==> src/rtl/collision_window.sv <==
// collision_window: overlap flag and car1-local scan bounds for a car2-car1 offset.
module collision_window #(
    parameter int IMAGE_SIZE = 8,
    parameter int DX_WIDTH   = 12,
    parameter int DY_WIDTH   = 11
) (
    input  logic signed [DX_WIDTH-1:0]           i_dx,
    input  logic signed [DY_WIDTH-1:0]           i_dy,
    output logic                                 o_overlap,
    output logic        [$clog2(IMAGE_SIZE)-1:0] o_h_start,
    output logic        [$clog2(IMAGE_SIZE)-1:0] o_h_end,
    output logic        [$clog2(IMAGE_SIZE)-1:0] o_v_start,
    output logic        [$clog2(IMAGE_SIZE)-1:0] o_v_end
);
    localparam int CW = $clog2(IMAGE_SIZE);
    localparam logic signed [DX_WIDTH-1:0] SX = DX_WIDTH'(IMAGE_SIZE);
    localparam logic signed [DY_WIDTH-1:0] SY = DY_WIDTH'(IMAGE_SIZE);
    localparam logic [CW-1:0] LAST = CW'(IMAGE_SIZE - 1);

    assign o_overlap = (i_dx < SX) && (i_dx > -SX) && (i_dy < SY) && (i_dy > -SY);
    // Bounds are only meaningful under overlap, where the low bits alone are exact.
    assign o_h_start = (i_dx > 0) ? i_dx[CW-1:0] : '0;
    assign o_v_start = (i_dy > 0) ? i_dy[CW-1:0] : '0;
    assign o_h_end   = i_dx[DX_WIDTH-1] ? LAST + i_dx[CW-1:0] : LAST;
    assign o_v_end   = i_dy[DY_WIDTH-1] ? LAST + i_dy[CW-1:0] : LAST;
endmodule

==> config.mk <==
export PLATFORM = sky130hd
export DESIGN_NAME = collision_window
export DESIGN_NICKNAME = d
export VERILOG_FILES = /design/src/rtl/collision_window.sv
export SDC_FILE = /design/constraint.sdc
export NUM_CORES = 1
export LEC_CHECK = 0
export CAP_MARGIN = 15
export CORE_AREA = 5 5 42 44
export DETAILED_ROUTE_END_ITERATION = 7
export DIE_AREA = 0 0 47 49
export GPL_ROUTABILITY_DRIVEN = 0
export GPL_TIMING_DRIVEN = 1
export PLACE_DENSITY = 0.68
export REMOVE_ABC_BUFFERS = 1
export SYNTH_ARGS = -nofsm -noshare
export SYNTH_HDL_FRONTEND = slang
export SYNTH_SLANG_ARGS = --single-unit
==> constraint.sdc <==
create_clock -name vclk -period 1.25
set_input_delay 0.125 -clock vclk [all_inputs]
set_output_delay 0.125 -clock vclk [all_outputs]
set_load 0.05 [all_outputs]
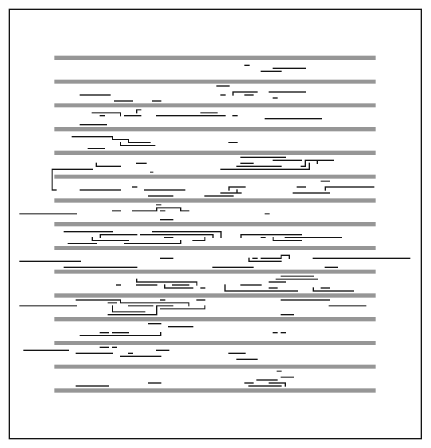
run_1/m1.png
Supply wires on this layer in grey.
nets with wire on the layer: 86
share of all routed wire: 32%
main direction: horizontal
Routed WL: 1280 um
DR vias: 466
met1 track demand over resource: 11.3%

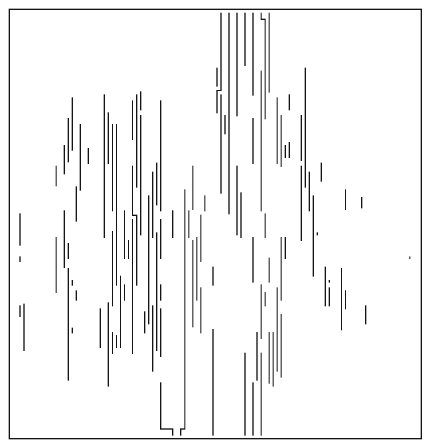
run_1/m2.png
share of all routed wire: 54%
wire length on this layer: 689 um
main direction: vertical
nets with wire on the layer: 102

==> out/qor.rpt, run 1 <==
================================================================================
Total area of multi-input combinational cells                           308 um^2
Via-to-Cell Ratio                                                           4.61
Fraction of post-synthesis cell area in the top cell type by area          15.5%
Final Non-Filler Cells                                                       101
Clock power frac                                                              0%
Global-route wire length before repair                                   2010 um
P_int                                                                     181 uW
Failing checks                                                      setup timing
Endpoint type of the worst setup path                                 output pin
Combinational power                                                       359 uW
Flop+latch power                                                            0 uW
# clk buffers                                                                  0
Required time at the worst-slack endpoint                                1.12 ns
Buffers inserted during post-CTS setup optimization                            2
Syn Area/Cell                                                          6.22 um^2
Final design area excluding fillers                                     877 um^2
Main power group                                                    combinational cells
Post-route fraction of the period consumed by the critical path             126%
Worst setup path start                                                   i_dy[0]
Area occupied by registers                                                0 um^2
Outcome                                                             finished, violations left
Critical path type                                                  input port to output pin
Clock period minus worst slack                                           1.58 ns
Reported clock group power                                                  0 uW
Die Span Y                                                                 49 um
Hpwl dp                                                                  1040 um
Cell count after synthesis                                                    39
Seq share, synth                                                              0%
Leading cell types in the layout, fill and taps excluded            sky130_fd_sc_hd__buf_12, sky130_fd_sc_hd__clkbuf_2, sky130_fd_sc_hd__buf_4
Quantity of hold-fixing buffers added after cts                                0
Std cell rows                                                                 14
Initial antenna violation count                                                0
Worst-Margin Slew                                                       0.248 ns
Hold depth                                                                     3
Horizontal die dimension                                                   47 um
Final setup viols                                                              2
Number of nets with antenna violations after detailed routing                  0
Max Cap Violations                                                             0
Switching power of the nets                                               179 uW
Slowest-stage cell, CP                                              sky130_fd_sc_hd__or4_4
Post-synthesis instance area                                            243 um^2
Synth unique cells                                                            17
I/O pin cnt                                                                   36
Number of hold-slack violations in the final timing report                     0
Cell area after placement                                               806 um^2
Crit path setup slack, layout                                          -0.327 ns
Number of global-route vias before repair                                    475
Post-synth top area cell                                            sky130_fd_sc_hd__ha_1
Final nets                                                                   113
================================================================================
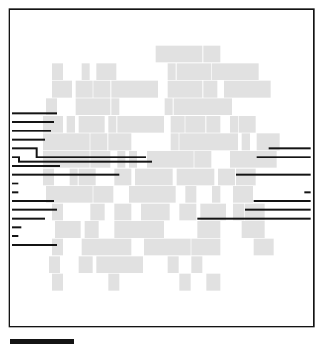
run_1/m3.png
Bar = 10 um. Cells faint in the background.
share of all routed wire: 14%
longest straight run: 20.5 um
main direction: horizontal

-- run 1: per-layer routing --
metal  routed length, um  share of wire, %
met5                   0                 0
met3                 180                14
met2                 688                54
met4                   0                 0
met1                 414                32
-- run 1: per-stage QoR --
| stage | setup TNS (ns) | hold slack [ns] | util, % |
|---|---|---|---|
| after floorplan | -0.444 | 0.421 | - |
| after global placement | -3.07 | 0.944 | 57.5 |
| after detailed placement | -3.20 | 0.946 | 57.5 |
| after CTS | -0.640 | 0.557 | 64.1 |
| after global routing | -0.452 | 0.575 | 62.6 |
| final | -0.351 | 0.559 | 62.6 |
-- run 1: kinds of logic (layout without fill, tap and decap cells) --
kind of cell | Yosys count | count (layout) | synth area share [%]
xor gates and xnor gates | 1 | 1 | 3.61
adders and majority gates | 3 | 3 | 15.5
AOI/OAI and AO/OA | 4 | 4 | 15.5
and+or+nand+nor | 24 | 24 | 54.6
buffers and inverters | 7 | 53 | 10.8
-- run 1: synthesized netlist by cell type --
library cell and number:
sky130_fd_sc_hd__a22oi_2 1, sky130_fd_sc_hd__a41oi_1 2, sky130_fd_sc_hd__and2_1 4, sky130_fd_sc_hd__ha_1 3, sky130_fd_sc_hd__inv_1 6, sky130_fd_sc_hd__inv_2 1
sky130_fd_sc_hd__nand2_1 6, sky130_fd_sc_hd__nand3_1 2, sky130_fd_sc_hd__nand3b_1 1, sky130_fd_sc_hd__nand4_1 3, sky130_fd_sc_hd__nor2_1 2, sky130_fd_sc_hd__nor3_1 1
sky130_fd_sc_hd__nor4_1 3, sky130_fd_sc_hd__o31ai_1 1, sky130_fd_sc_hd__or3_1 1, sky130_fd_sc_hd__or4_4 1, sky130_fd_sc_hd__xnor2_1 1
-- run 1: layout make-up --
cell class,count,share of cell area (%)
inverter,7,3.57
timing repair buffer,46,59.1
tap,16,2.28
multi-input combinational,32,35.1
--- run 2 (diff from run 1) ---
ABC_CLOCK_PERIOD_IN_PS = 1250   (was default)
PLACE_DENSITY = 0.67   (was 0.68)
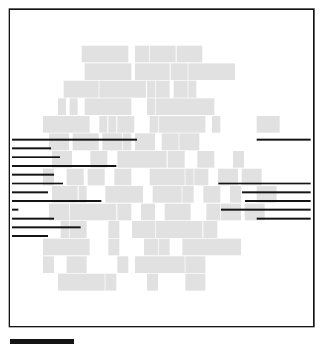
run_2/m3.png
Bar = 10 um. Cells faint in the background.
main direction: horizontal
share of all routed wire: 13%
wire length on this layer: 167 um
nets with wire on the layer: 18
longest straight run: 19.1 um

==> run 2 against run 1 <==
Against the previous run:
- the run still ends with setup timing left
- synthesized cell count stayed put
- die area stayed put
- power is 3.2% lower
- non-clock buffer count unchanged
- combinational power shrank 3%
- hold slack better by 0.044 ns
==> out/qor.rpt, run 2 <==
=========================================================================
Hold depth                                                              3   unchanged
Worst hold slack                                                 0.603 ns   was 0.559 ns
Crit path setup slack, layout                                   -0.322 ns   was -0.327 ns
Slowest-stage cell, CP                                       sky130_fd_sc_hd__or4_4   unchanged
Initial antenna violation count                                         0   unchanged
Outcome                                                      finished, violations left   unchanged
Leading cell types in the layout, fill and taps excluded     sky130_fd_sc_hd__buf_12, sky130_fd_sc_hd__dlygate4sd2_1, sky130_fd_sc_hd__buf_4   was sky130_fd_sc_hd__buf_12, sky130_fd_sc_hd__clkbuf_2, sky130_fd_sc_hd__buf_4
Area occupied by registers                                         0 um^2   unchanged
Util after Layout                                                   60.5%   was 62.6%
# clk buffers                                                           0   unchanged
Via-to-Cell Ratio                                                    4.64   was 4.61
Post-synth top area cell                                     sky130_fd_sc_hd__ha_1   unchanged
Number of global-route vias before repair                             484   was 475
Number of hold-slack violations in the final timing report              0   unchanged
Failing checks                                               setup timing   unchanged
Max Cap Violations                                                      0   unchanged
Total negative slack                                            -0.656 ns   was -0.351 ns
Final setup viols                                                       3   was 2
Seq share, synth                                                       0%   unchanged
Cell count after synthesis                                             39   unchanged
DR vias                                                               469   was 466
Std cell rows                                                          14   unchanged
Die Span Y                                                          49 um   unchanged
=========================================================================
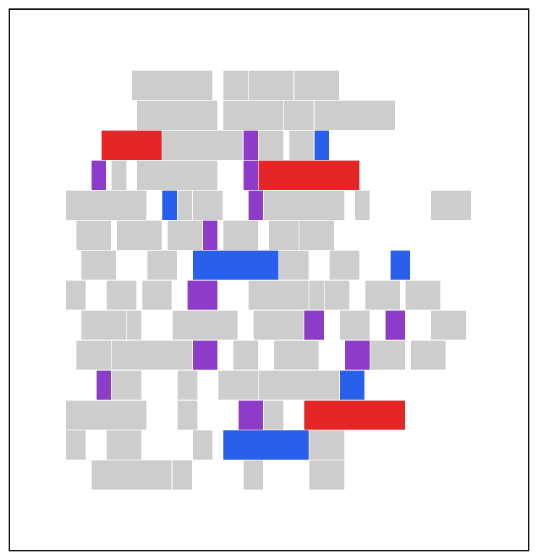
run_2/gates.png
legend:
  purple:
    family: nand cells
    cells: 12
    most_used: nand2_1
  blue:
    family: nor cells
    cells: 6
  red:
    family: fa/ha/maj cells
    cells: 3
    most_used: ha_4
most frequent standard cell in the layout excluding fill and tap cells: sky130_fd_sc_hd__buf_12
multi-input gate share of total cell area: 33.8%
Final Non-Filler Cells: 101

==> run 2: layout make-up <==
cell class | count | area, um^2 | share of cell area (%)
multi-input combinational | 32 | 287 | 33.8
inverter | 7 | 31.3 | 3.69
tap | 16 | 20.0 | 2.36
timing repair buffer | 46 | 510 | 60.2
==> run 2: worst max-delay path: cells and delay by family <==
kind            cells  cell delay, ns
buf+inv             3            0.28
compound gates      1            0.24
simple gates        1            0.50
fa+ha+maj           2            0.31
==> run 2: report_power, final <==
group          internal (mW)  switching [mW]
logic                  0.174           0.174
registers                  0               0
clock network              0               0
total                  0.174           0.174
==> run 2: what timing repair did <==
action,4_1_cts,5_1_grt
buffers inserted,0,1
endpoints found under the setup margin,11,6
hold endpoints to repair,0,0
pin swaps,14,11
gates resized,64,11
==> run 2: worst max-delay path by stage <==
| stage | slack (ns) | end | from | cells past startpoint |
|---|---|---|---|---|
| 2_1_floorplan | -0.44 | o_overlap | i_dy[0] | 5 |
| 6_report | -0.32 | o_overlap | i_dy[0] | 7 |
| 3_3_place_gp | -0.82 | o_overlap | i_dy[0] | 7 |
| 3_5_place_dp | -0.85 | o_overlap | i_dy[0] | 7 |
| 4_1_cts | -0.32 | o_overlap | i_dy[1] | 7 |
| 5_1_grt | -0.34 | o_overlap | i_dy[0] | 7 |
==> run 2: cells by family (layout without fill, tap and decap cells) <==
family	count (synthesis)	after routing	share of synthesized area, %
XOR/XNOR	1	1	3.61
AND/OR/NAND/NOR	24	24	54.6
AND-OR/OR-AND	4	4	15.5
adder cells (fa/ha/maj)	3	3	15.5
buffers and inverters	7	53	10.8
==> run 2: layer usage <==
layer,GRT usage (%),vias to the layer above,part of all wire (%)
met5,0,-,0
met2,23.5,18,58
met4,0,0,0
met3,4.06,0,13
met1,12.2,211,30
li1,-,240,-
Power and IR drop assume default switching activity.
